### config.mk
export PLATFORM = sky130hd
export DESIGN_NAME = mem_cmd_seq_flat
export DESIGN_NICKNAME = d
export VERILOG_FILES = /design/src/rtl/mem_cmd_seq_if.sv /design/src/rtl/mem_cmd_seq.sv /design/src/flat_wrapper.sv
export SDC_FILE = /design/constraint.sdc
export NUM_CORES = 1
export LEC_CHECK = 0
export CORE_ASPECT_RATIO = 0.5
export CORE_UTILIZATION = 47
export CTS_CLUSTER_DIAMETER = 50
export DETAILED_ROUTE_END_ITERATION = 6
export MAX_ROUTING_LAYER = met4
export PLACE_DENSITY_LB_ADDON = 0.25
export SETUP_SLACK_MARGIN = 0.15
export SYNTH_ARGS = -nofsm -noshare
export SYNTH_HDL_FRONTEND = slang
export SYNTH_SLANG_ARGS = --single-unit
### constraint.sdc
create_clock -name clk -period 4.5 [get_ports clk]
set_input_delay 0.9 -clock clk [delete_from_list [all_inputs] [get_ports clk]]
set_output_delay 0.9 -clock clk [all_outputs]
set_load 0.05 [all_outputs]
### src/rtl/mem_cmd_seq_if.sv
// rtl/mem_cmd_seq_if.sv - RAM command bus between the sequencer and its RAM
interface mem_cmd_seq_if;
    logic [9:0]  ram_addr;
    logic        ram_we;
    logic [15:0] ram_wdata;
    logic [15:0] ram_rdata;

    modport master (
        output ram_addr,
        output ram_we,
        output ram_wdata,
        input  ram_rdata
    );

    modport slave (
        input  ram_addr,
        input  ram_we,
        input  ram_wdata,
        output ram_rdata
    );
endinterface

### src/rtl/mem_cmd_seq.sv
// rtl/mem_cmd_seq.sv - switch-driven RAM write/increment/display command sequencer
module mem_cmd_seq #(
    parameter int SYNC_STAGES   = 2,
    parameter int STABLE_CYCLES = 2,
    parameter int RD_LAT        = 1
) (
    input  logic              clk,
    input  logic              rst_n,
    input  logic [3:0]        sw_data,
    input  logic [9:0]        sw_addr,
    input  logic [1:0]        sw_mode,
    mem_cmd_seq_if.master     ram,
    output logic [15:0]       disp_value,
    output logic              disp_valid,
    output logic              busy
);
    localparam int CW = $clog2(STABLE_CYCLES + 1);
    localparam int WW = (RD_LAT > 1) ? $clog2(RD_LAT) : 1;

    typedef enum logic [2:0] {
        IDLE, RD_ISSUE, RD_WAIT, WR, RMW_ISSUE, RMW_WAIT, RMW_WR
    } state_t;

    state_t state, state_next;

    logic [15:0]   sync_q [SYNC_STAGES];
    logic [3:0]    s_data;
    logic [9:0]    s_addr;
    logic [1:0]    s_mode;
    logic [1:0]    acc_mode, cand;
    logic [CW-1:0] stab_cnt, run_next;
    logic          accept, trig;
    logic          pend, pend_inc, take;
    logic [WW-1:0] wcnt;
    logic          wait_last;
    logic [9:0]    addr_q;
    logic [15:0]   wdata_q;

    always_ff @(posedge clk) begin
        if (!rst_n) begin
            for (int i = 0; i < SYNC_STAGES; i++) sync_q[i] <= '0;
        end else begin
            sync_q[0] <= {sw_mode, sw_addr, sw_data};
            for (int i = 1; i < SYNC_STAGES; i++) sync_q[i] <= sync_q[i-1];
        end
    end

    assign s_data = sync_q[SYNC_STAGES-1][3:0];
    assign s_addr = sync_q[SYNC_STAGES-1][13:4];
    assign s_mode = sync_q[SYNC_STAGES-1][15:14];

    // run_next is the length of the current run of one non-accepted mode value
    always_comb begin
        run_next = (s_mode == cand && stab_cnt != '0) ? stab_cnt + CW'(1) : CW'(1);
        accept   = (s_mode != acc_mode) && (run_next == CW'(STABLE_CYCLES));
        trig     = accept && s_mode[1];
    end

    always_ff @(posedge clk) begin
        if (!rst_n) begin
            acc_mode <= 2'b00;
            cand     <= 2'b00;
            stab_cnt <= '0;
            pend     <= 1'b0;
            pend_inc <= 1'b0;
        end else begin
            if (s_mode == acc_mode) begin
                stab_cnt <= '0;
            end else if (accept) begin
                acc_mode <= s_mode;
                stab_cnt <= '0;
            end else begin
                cand     <= s_mode;
                stab_cnt <= run_next;
            end
            if (trig && (!pend || take)) begin
                pend     <= 1'b1;
                pend_inc <= s_mode[0];
            end else if (take) begin
                pend     <= 1'b0;
            end
        end
    end

    always_ff @(posedge clk) begin
        if (!rst_n) state <= IDLE;
        else        state <= state_next;
    end

    always_comb begin
        state_next = state;
        take       = 1'b0;
        wait_last  = (wcnt == WW'(RD_LAT - 1));
        case (state)
            IDLE: begin
                if (pend) begin
                    take       = 1'b1;
                    state_next = pend_inc ? RMW_ISSUE : WR;
                end else if (acc_mode == 2'b01) begin
                    state_next = RD_ISSUE;
                end
            end
            RD_ISSUE:  state_next = RD_WAIT;
            RD_WAIT:   if (wait_last) state_next = IDLE;
            WR:        state_next = IDLE;
            RMW_ISSUE: state_next = RMW_WAIT;
            RMW_WAIT:  if (wait_last) state_next = RMW_WR;
            RMW_WR:    state_next = IDLE;
            default:   state_next = IDLE;
        endcase
    end

    // Display reads use the live address so a changed address shows up one loop sooner
    assign ram.ram_addr  = (state == RD_ISSUE) ? s_addr : addr_q;
    assign ram.ram_we    = rst_n && (state == WR || state == RMW_WR);
    assign ram.ram_wdata = wdata_q;
    assign busy          = (state != IDLE);

    always_ff @(posedge clk) begin
        if (!rst_n) begin
            addr_q     <= '0;
            wdata_q    <= '0;
            disp_value <= '0;
            disp_valid <= 1'b0;
            wcnt       <= '0;
        end else begin
            if (take) begin
                addr_q <= s_addr;
                if (!pend_inc) begin
                    wdata_q    <= {12'h000, s_data};
                    disp_value <= {12'h000, s_data};
                    disp_valid <= 1'b1;
                end
            end
            if (state == RD_ISSUE) addr_q <= s_addr;
            if (state == RD_WAIT || state == RMW_WAIT)
                wcnt <= wait_last ? '0 : wcnt + WW'(1);
            else
                wcnt <= '0;
            if (state == RD_WAIT && wait_last) begin
                disp_value <= ram.ram_rdata;
                disp_valid <= 1'b1;
            end
            if (state == RMW_WAIT && wait_last) begin
                wdata_q    <= ram.ram_rdata + 16'd1;
                disp_value <= ram.ram_rdata + 16'd1;
                disp_valid <= 1'b1;
            end
        end
    end
endmodule

### src/flat_wrapper.sv
// flat-port wrapper written by rule: the top's interface ports become plain ports
module mem_cmd_seq_flat 
#(
    parameter int SYNC_STAGES   = 2,
    parameter int STABLE_CYCLES = 2,
    parameter int RD_LAT        = 1
)
  (clk, rst_n, sw_data, sw_addr, sw_mode, disp_value, disp_valid, busy, ram_ram_addr, ram_ram_we, ram_ram_wdata, ram_ram_rdata);
  mem_cmd_seq_if ram_i ();
  input  logic clk;
  input  logic rst_n;
  input  logic [3:0] sw_data;
  input  logic [9:0] sw_addr;
  input  logic [1:0] sw_mode;
  output logic [15:0] disp_value;
  output logic disp_valid;
  output logic busy;
  output wire logic [$bits(ram_i.ram_addr)-1:0] ram_ram_addr;
  output wire logic [$bits(ram_i.ram_we)-1:0] ram_ram_we;
  output wire logic [$bits(ram_i.ram_wdata)-1:0] ram_ram_wdata;
  input wire logic [$bits(ram_i.ram_rdata)-1:0] ram_ram_rdata;
  assign ram_ram_addr = ram_i.ram_addr;
  assign ram_ram_we = ram_i.ram_we;
  assign ram_ram_wdata = ram_i.ram_wdata;
  assign ram_i.ram_rdata = ram_ram_rdata;
  mem_cmd_seq #(.SYNC_STAGES(SYNC_STAGES), .STABLE_CYCLES(STABLE_CYCLES), .RD_LAT(RD_LAT)) u_core (.clk(clk), .rst_n(rst_n), .sw_data(sw_data), .sw_addr(sw_addr), .sw_mode(sw_mode), .ram(ram_i), .disp_value(disp_value), .disp_valid(disp_valid), .busy(busy));
endmodule
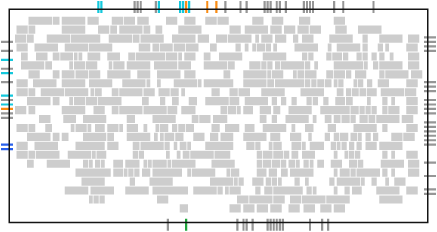
pinout.png
Pins as bars across the die edge, other pins in grey.
- orange: `sw_data` (pins 4; direction input; edge 3 top, 1 left)
- green: `ram_ram_we` (pins 1; direction output; edge bottom)
- blue: `sw_mode` (pins 2; direction input; edge left)
- cyan: `ram_ram_addr` (pins 10; direction output; edge 6 top, 4 left)
- all pins by edge: 29 top, 21 right, 15 bottom, 14 left
Chip Height: 64.5 um
count of input and output buffers: 78
floorplan die width: 127 um

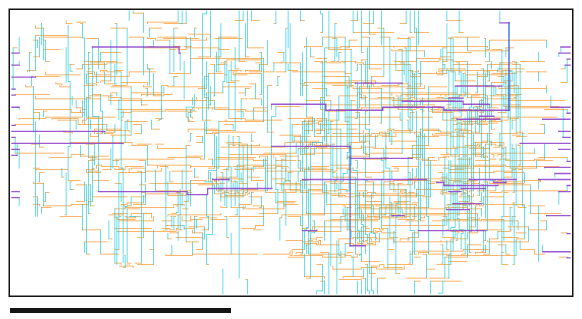
layers.png
Bar = 50 um.
- blue: M4 (wire length 42.2 um)
- purple: M3 (wire length 448 um)
- cyan: M2 (wire length 3710 um)
- orange: M1 (wire length 3780 um)
routed len/inst: 14.0 um
total track usage: 0.209

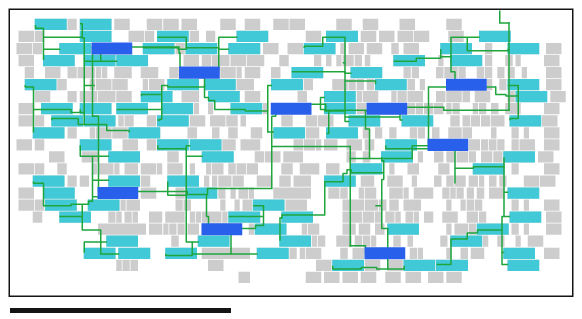
clock_wires.png
Bar = 50 um.
- cyan: flip-flops (count 87)
- green: clock wires (length 1040 um)
- blue: clock-net drivers (count 9)
- routed clock nets: 10
reported clock group power: 799 uW
worst-skew pair later-pin latency: 0.34 ns
largest clock skew in the final design: 0.00622 ns

==> flow_summary.toml <==
# yosys + openroad results
[yosys]
synth_cell_types = 54
number_of_synthesized_register_bits = 87
synth_warnings = 0
postSynthNetCount = 438
post_synth_instance_area_um2 = 3670

[setup_path]
startpoint = "u_core.state[0]"
path_max_fanout = 13
ff_to_ff_start = "u_core.state[0]"

[routing]
wirelength_um = 7980
drt.antenna.violating_nets = 0

[timing]
fin_worst_hold_slack_ns = 0.432

[grt]
grt_first_pass_wirelength_um = 12800
grt_use_met1 = 0.250
grt_pass1_vias = 2792

[clock_network]
hold_buffers = 0
cts-root-to-sink-buffers = 2

[power_and_ir_drop]
peak_ir_drop_on_the_vdd_network_mv = 0.212
totalPowerFinal_mw = 1.67

[status]
status = "finished clean"

[cells_and_area]
antennaDiodeCount = 0
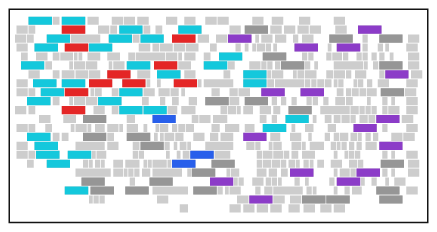
ff_map.png
Other sequential cells in the stronger grey, the rest of the logic in the fainter grey.
- purple: `u_core.disp_value` (flops 16)
- blue: `u_core.state` (flops 3)
- cyan: `u_core.sync_q` (flops 32)
- red: `u_core.addr_q` (flops 10)
combined flip-flop and latch cell area: 1740 um2
fraction of the core area covered by cells at the end of the flow: 0.647
seq pwr: 791 uW

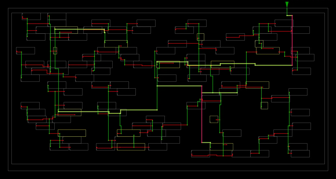
clock_nets.png
clock buffer count in the final layout: 10
number of buffers added by the clock tree synthesis step: 9
clk sink count: 87
number of flip-flops and latches: 87

## sequential cells by signal (all words and copies together), names as in the netlist
signal,count
u_core.addr_q,10
u_core.stab_cnt,2
u_core.pend_inc,1
u_core.disp_value,16
u_core.wcnt,1
u_core.cand,2
u_core.acc_mode,2
u_core.sync_q,32
u_core.ram.ram_wdata,16
u_core.state,3
u_core.disp_valid,1
u_core.pend,1
## routing by layer
| layer | wire length (um) | vias up |
|---|---|---|
| met4 | 42 | 0 |
| met1 | 3780 | 1415 |
| met5 | 0 | - |
| met2 | 3710 | 86 |
| li1 | - | 1548 |
| met3 | 447 | 5 |
## cells by family (layout without fill, tap and decap cells)
logic type | after synthesis | in the layout | synth area share
simple gates | 149 | 149 | 0.221
xor+xnor | 7 | 7 | 0.0167
other cells | 1 | 1 | 0.00102
mux | 30 | 30 | 0.0853
flops | 87 | 87 | 0.475
fa+ha+maj | 2 | 2 | 0.00682
compound gates | 94 | 94 | 0.156
buf+inv | 32 | 105 | 0.0386
## cell type report
class	instances	area, um2
Tap cell	96	120
Sequential cell	87	1740
Fill cell	620	2630
Clock buffer	10	229
Multi-Input combinational cell	283	1790
Inverter	7	26.3
Timing Repair Buffer	82	808
Clock inverter	6	92.6
## report_power, final
group | internal [mW] | switching, mW | total (mW) | leakage [nW]
Clock | 0.490 | 0.309 | 0.799 | 0.150
Sequential | 0.785 | 0.00673 | 0.791 | 0.708
Combinational | 0.0427 | 0.0398 | 0.0825 | 0.974
## worst max-delay path: cells and delay by family, from the launching register on
family	cells	cell delay [ns]
simple gates	1	0.25
mux	1	0.36
buf+inv	2	0.92
flops	1	0.63
Power and IR drop assume default switching activity.
